Fig. 1: wiring by layer
Bar = 50 um. Two of the layers only.
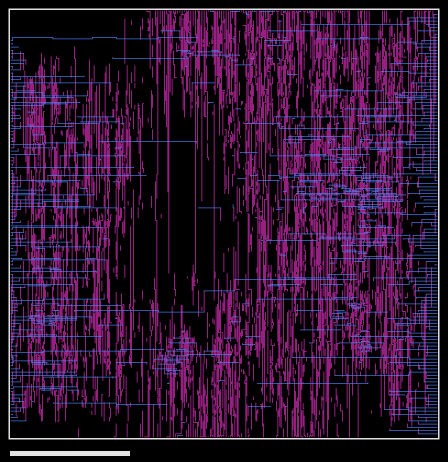
Fig. 2: where the registers sit
Bar = 50 um. Other sequential cells in the stronger gray, the rest of the logic in the fainter gray.
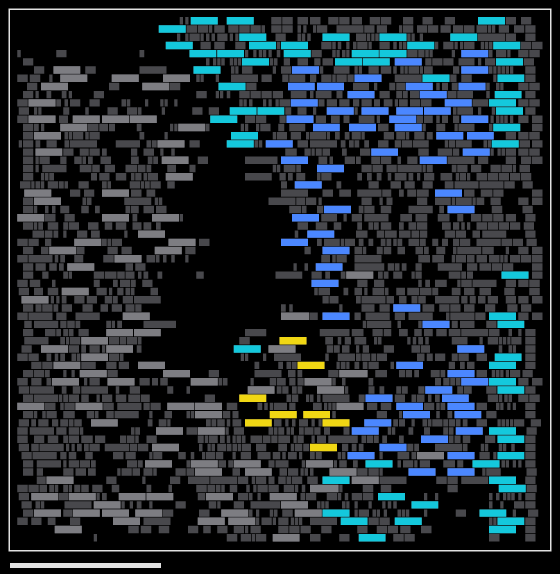
Fig. 3: clock distribution
Bar = 50 um.
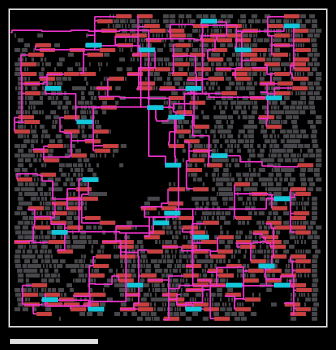
Fig. 4: cell classes on the final placement
Fill, decap, tap and diode cells in gray.
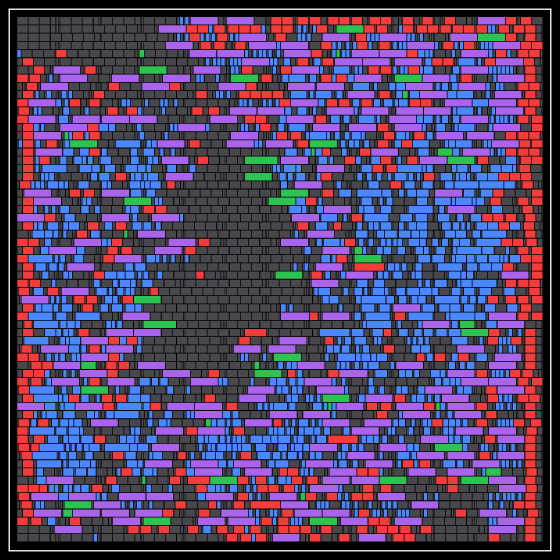
Fig. 5: clock routing
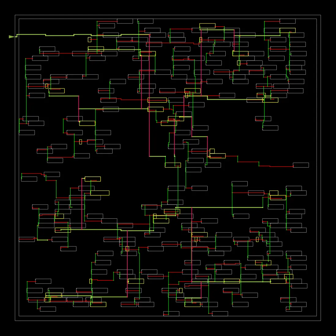
## config.mk

```make
export PLATFORM = sky130hd
export DESIGN_NAME = mem_access_unit
export DESIGN_NICKNAME = d
export VERILOG_FILES = /design/src/rtl/mem_pkg.sv /design/src/rtl/load_align.sv /design/src/rtl/mem_access_unit.sv
export SDC_FILE = /design/constraint.sdc
export NUM_CORES = 1
export LEC_CHECK = 0
export CAP_MARGIN = 20
export CORE_MARGIN = 2
export CORE_UTILIZATION = 43
export DETAILED_ROUTE_END_ITERATION = 7
export MAX_ROUTING_LAYER = met4
export PLACE_DENSITY = 0.78
export SYNTH_ARGS = -nofsm -noshare
export SYNTH_HDL_FRONTEND = slang
export SYNTH_SLANG_ARGS = --single-unit
```

## constraint.sdc

```tcl
create_clock -name clk -period 7.1 [get_ports clk]
set_input_delay 1.065 -clock clk [delete_from_list [all_inputs] [get_ports clk]]
set_output_delay 1.065 -clock clk [all_outputs]
set_load 0.1 [all_outputs]
```

## src/rtl/mem_pkg.sv

```systemverilog
// Shared encodings for the memory-access stage: funct3 codes, FSM states, strobe patterns.
package mem_pkg;

    localparam logic [2:0] F3_B  = 3'b000;
    localparam logic [2:0] F3_H  = 3'b001;
    localparam logic [2:0] F3_W  = 3'b010;
    localparam logic [2:0] F3_D  = 3'b011;
    localparam logic [2:0] F3_BU = 3'b100;
    localparam logic [2:0] F3_HU = 3'b101;
    localparam logic [2:0] F3_WU = 3'b110;

    localparam logic [1:0] IDLE = 2'd0;
    localparam logic [1:0] REQ  = 2'd1;
    localparam logic [1:0] RESP = 2'd2;

    localparam logic [7:0] STRB_B = 8'h01;
    localparam logic [7:0] STRB_H = 8'h03;
    localparam logic [7:0] STRB_W = 8'h0F;
    localparam logic [7:0] STRB_D = 8'hFF;

    // funct3[1:0] is the log2 access size for every load/store encoding
    function automatic logic [7:0] strb_base(input logic [1:0] size);
        case (size)
            2'b00:   return STRB_B;
            2'b01:   return STRB_H;
            2'b10:   return STRB_W;
            default: return STRB_D;
        endcase
    endfunction

    function automatic logic is_misaligned(input logic [1:0] size, input logic [2:0] addr_lo);
        case (size)
            2'b01:   return addr_lo[0];
            2'b10:   return |addr_lo[1:0];
            2'b11:   return |addr_lo;
            default: return 1'b0;
        endcase
    endfunction

endpackage

```

## src/rtl/load_align.sv

```systemverilog
// Combinational load alignment: selects the addressed bytes of a doubleword and extends them.
module load_align
    import mem_pkg::*;
(
    input  logic [63:0] rdata,
    input  logic [2:0]  addr_lo,
    input  logic [2:0]  funct3,
    output logic [63:0] ldata
);

    logic [63:0] shifted;

    always_comb begin
        shifted = rdata >> {addr_lo, 3'b000};
        case (funct3)
            F3_B:    ldata = {{56{shifted[7]}},  shifted[7:0]};
            F3_H:    ldata = {{48{shifted[15]}}, shifted[15:0]};
            F3_W:    ldata = {{32{shifted[31]}}, shifted[31:0]};
            F3_BU:   ldata = {56'd0, shifted[7:0]};
            F3_HU:   ldata = {48'd0, shifted[15:0]};
            F3_WU:   ldata = {32'd0, shifted[31:0]};
            default: ldata = shifted;
        endcase
    end

endmodule

```

## src/rtl/mem_access_unit.sv

```systemverilog
// Memory-access stage: issues doubleword dmem requests for loads/stores, aligns load data,
// and emits a one-cycle writeback record; non-memory results pass through in one cycle.
module mem_access_unit
    import mem_pkg::*;
#(
    parameter int TIMEOUT = 16,
    parameter int XLEN    = 64
) (
    input  logic            clk,
    input  logic            reset,
    input  logic            ex_valid,
    output logic            ex_ready,
    input  logic [XLEN-1:0] alu_result,
    input  logic [XLEN-1:0] store_data,
    input  logic            mem_read,
    input  logic            mem_write,
    input  logic [2:0]      funct3,
    input  logic [4:0]      rd_addr,
    input  logic            reg_write,
    output logic            dmem_req,
    output logic            dmem_we,
    output logic [XLEN-1:0] dmem_addr,
    output logic [XLEN-1:0] dmem_wdata,
    output logic [7:0]      dmem_wstrb,
    input  logic [XLEN-1:0] dmem_rdata,
    input  logic            dmem_ack,
    output logic            wb_valid,
    output logic [XLEN-1:0] wb_data,
    output logic [4:0]      wb_rd,
    output logic            wb_reg_write,
    output logic            misalign_err,
    output logic            access_err
);

    localparam logic [7:0] LAST_WAIT = 8'(TIMEOUT - 1);

    logic [1:0]      state;
    logic [7:0]      wait_cnt;
    logic [2:0]      lo_addr;
    logic [2:0]      lo_f3;
    logic            is_load;
    logic            load_rw;
    logic            accept;
    logic            is_mem;
    logic            acc_bad;
    logic            mis_bad;
    logic [XLEN-1:0] ld_val;

    assign accept  = ex_valid & ex_ready;
    assign is_mem  = mem_read | mem_write;
    assign acc_bad = (mem_read & mem_write) | (mem_read ? (funct3 == 3'b111) : funct3[2]);
    assign mis_bad = is_misaligned(funct3[1:0], alu_result[2:0]);

    load_align u_align (
        .rdata   (dmem_rdata),
        .addr_lo (lo_addr),
        .funct3  (lo_f3),
        .ldata   (ld_val)
    );

    always_ff @(posedge clk or posedge reset) begin
        if (reset) begin
            state        <= IDLE;
            wait_cnt     <= 8'd0;
            lo_addr      <= 3'd0;
            lo_f3        <= 3'd0;
            is_load      <= 1'b0;
            load_rw      <= 1'b0;
            ex_ready     <= 1'b1;
            dmem_req     <= 1'b0;
            dmem_we      <= 1'b0;
            dmem_addr    <= '0;
            dmem_wdata   <= '0;
            dmem_wstrb   <= 8'd0;
            wb_valid     <= 1'b0;
            wb_data      <= '0;
            wb_rd        <= 5'd0;
            wb_reg_write <= 1'b0;
            misalign_err <= 1'b0;
            access_err   <= 1'b0;
        end else begin
            wb_valid     <= 1'b0;
            misalign_err <= 1'b0;
            access_err   <= 1'b0;
            case (state)
                REQ: begin
                    if (dmem_ack) begin
                        state        <= RESP;
                        dmem_req     <= 1'b0;
                        dmem_we      <= 1'b0;
                        ex_ready     <= 1'b1;
                        wb_valid     <= 1'b1;
                        wb_data      <= is_load ? ld_val : '0;
                        wb_reg_write <= is_load & load_rw;
                    end else if (wait_cnt == LAST_WAIT) begin
                        state        <= RESP;
                        dmem_req     <= 1'b0;
                        dmem_we      <= 1'b0;
                        ex_ready     <= 1'b1;
                        wb_valid     <= 1'b1;
                        wb_data      <= '0;
                        wb_reg_write <= 1'b0;
                        access_err   <= 1'b1;
                    end else begin
                        wait_cnt <= wait_cnt + 8'd1;
                    end
                end
                // IDLE and RESP both accept; RESP falls back to IDLE when nothing arrives
                default: begin
                    if (accept) begin
                        wb_rd   <= rd_addr;
                        lo_addr <= alu_result[2:0];
                        lo_f3   <= funct3;
                        is_load <= mem_read;
                        load_rw <= reg_write;
                        if (!is_mem) begin
                            state        <= IDLE;
                            ex_ready     <= 1'b0;
                            wb_valid     <= 1'b1;
                            wb_data      <= alu_result;
                            wb_reg_write <= reg_write;
                        end else if (acc_bad || mis_bad) begin
                            state        <= IDLE;
                            ex_ready     <= 1'b0;
                            wb_valid     <= 1'b1;
                            wb_data      <= '0;
                            wb_reg_write <= 1'b0;
                            access_err   <= acc_bad;
                            misalign_err <= ~acc_bad;
                        end else begin
                            state      <= REQ;
                            ex_ready   <= 1'b0;
                            wait_cnt   <= 8'd0;
                            dmem_req   <= 1'b1;
                            dmem_we    <= mem_write;
                            dmem_addr  <= {alu_result[XLEN-1:3], 3'b000};
                            dmem_wdata <= mem_write ? (store_data << {alu_result[2:0], 3'b000}) : '0;
                            dmem_wstrb <= mem_write ? (strb_base(funct3[1:0]) << alu_result[2:0]) : 8'd0;
                        end
                    end else begin
                        state    <= IDLE;
                        ex_ready <= 1'b1;
                    end
                end
            endcase
        end
    end

endmodule

```

==> impl_metrics.csv <==
group,metric,value,unit
outcome,status,"finished, final reports clean",
synth,synth_cells,1414,
critical_path,timing.rr.end,"wb_data[1]",
routing,firstDrtPassIters,5,
synth,common_cells,"nand2_1, dfrtp_1, mux2i_1",
synth,synthArstFlopShare,100,%
global_routing,grt_pass1_vias,12500,
critical_path,ff2ff_path_depth,6,
final_layout,comb_share,36.7,%
final_layout,n_all_buffers,435,
job,drv_cap,0,
sta,drv_slew,0,
floorplan,die_h,179,um
synth,ys_sh_xor,0.199,%
synth,top_cell,"nand2_1",
min_path,holdCritPathClass,"reg -> reg",
power_and_ir_drop,p_int,3410,uW
critical_path,setup.worst_path.end,"wb_data[1]",
synth,adder_share,0.0950,%
sta,rsz0062_at_grt,"false",
power_and_ir_drop,maxPowerGroup,"combinational cells",
critical_path,crit_buf_inv,1,
clock_tree,cts_htree_levels,1,
power_and_ir_drop,leakagePower,0.00780,uW
synth,simple_gate_share,17.5,%
min_path,hold_depth,2,
power_and_ir_drop,combPwrFrac,56.1,%
synth,edf_count,0,
global_routing,grt_max_degree,128,
clock_tree,cts_resized,0,
final_layout,final_nets,1957,
clock_tree,clkTransAtPathRegs,0.06,ns
power_and_ir_drop,ir_drop,222,uV
critical_path,cp-start-kind,"flip-flop",
synth,postSynthAreaPerCell,9.32,sq um
global_routing,antenna_found_initial,3,
sta,whs,0.466,ns
sta,final_critical_path_setup_slack,2.50,ns
final_layout,area_growth,39.2,%
final_layout,fin_cells,2167,
power_and_ir_drop,switchingPower,3810,uW
job,warning_count,30,
routing,wl_met3,5.28,mm
placed_design,dpl.hpwl,36.6,mm
global_routing,use_met3,7.91,%
synth,mux_share,16.2,%
final_layout,drive_gt1_share,10.4,%
sta,finalCriticalPeriod,4.60,ns
clock_tree,cts_tree,"done",
floorplan,initial_core_util,43.4,%
routing,first_iter_violations,1370,
power_and_ir_drop,power.density,393,nW/um^2
power_and_ir_drop,switching_share,52.7,%
synth,numSynthFlops,227,
final_layout,final_util,60.4,%
global_routing,met1_usage,37.1,%
critical_path,critPathMaxStageDelay,1.01,ns
routing,drt-met1-wl,18.9,mm
global_routing,busiest_layer,"met2",
critical_path,crit_path_end_kind,"flip-flop",
floorplan,ios,419,
clock_tree,holdBufCountCts,0,
Back to the opening pictures, Fig. 1:
- blue: metal 3 (wire length 5,280 um)
- magenta: metal 2 (wire length 23.9 mm)
Via Count: 12,800
Routed wire per std cell: 23.4 um
final wirelength: 50.7 mm
gr usage total: 31.5%

Back to the opening pictures, Fig. 2:
- blue: `wb_data` (flops 64)
- cyan: `dmem_addr` (flops 61)
- yellow: `wait_cnt` (flops 8; where bottom middle)

Back to the opening pictures, Fig. 3:
- magenta: clock wires (length 3,270 um)
- cyan: clock drivers (count 26)
- red: flip-flops (count 227)
- routed clock nets: 27
Late-Pin Clk Latency: 0.53 ns
clk_skew: 0.0113 ns
Clock Power Share: 18.9%
Clock group: 1370 uW

Back to the opening pictures, Fig. 4:
- green: clock drivers and dummy loads (cells 47; share of their area 4.8%)
- red: remaining buffers and delay cells (cells 435; share of their area 25%)
- blue: combinational and other logic (cells 1,059; share of their area 39%)
- purple: sequential cells (cells 227; share of their area 32%)
# rows: 64
Seq/total area: 31.0%
Core ar.: 30,300 sq um

Back to the opening pictures, Fig. 5:
final-layout clock buffer total: 38
registers: 227
total CTS buffers: 26

placed cells by master (no fill, tap or decap), types with 18 or more instances in the layout:
master           instances
nand3_1                 20
a21oi_1                 72
inv_1                   46
nand2_1                339
o21ai_0                 57
o221ai_2                20
mux2i_1                 96
nor3_1                  22
mux2_2                  38
o221ai_1                23
a211oi_1                22
nor2b_1                 18
dfrtp_1                224
a31oi_1                 24
a22oi_1                 19
nor2_1                  46
clkdlybuf4s50_1        413
nand4_1                 43
mux4_2                  31
clkbuf_16               27
sequential cells by signal (all words and copies together), names as in the netlist, 2 cells and up:
register and flops:
lo_addr 3, dmem_addr 61, wb_rd 5, state 2, wb_data 64, dmem_wdata 64, lo_f3 3, wait_cnt 8
dmem_wstrb 8
No activity file was given, so power comes from the tool's default toggle rates.
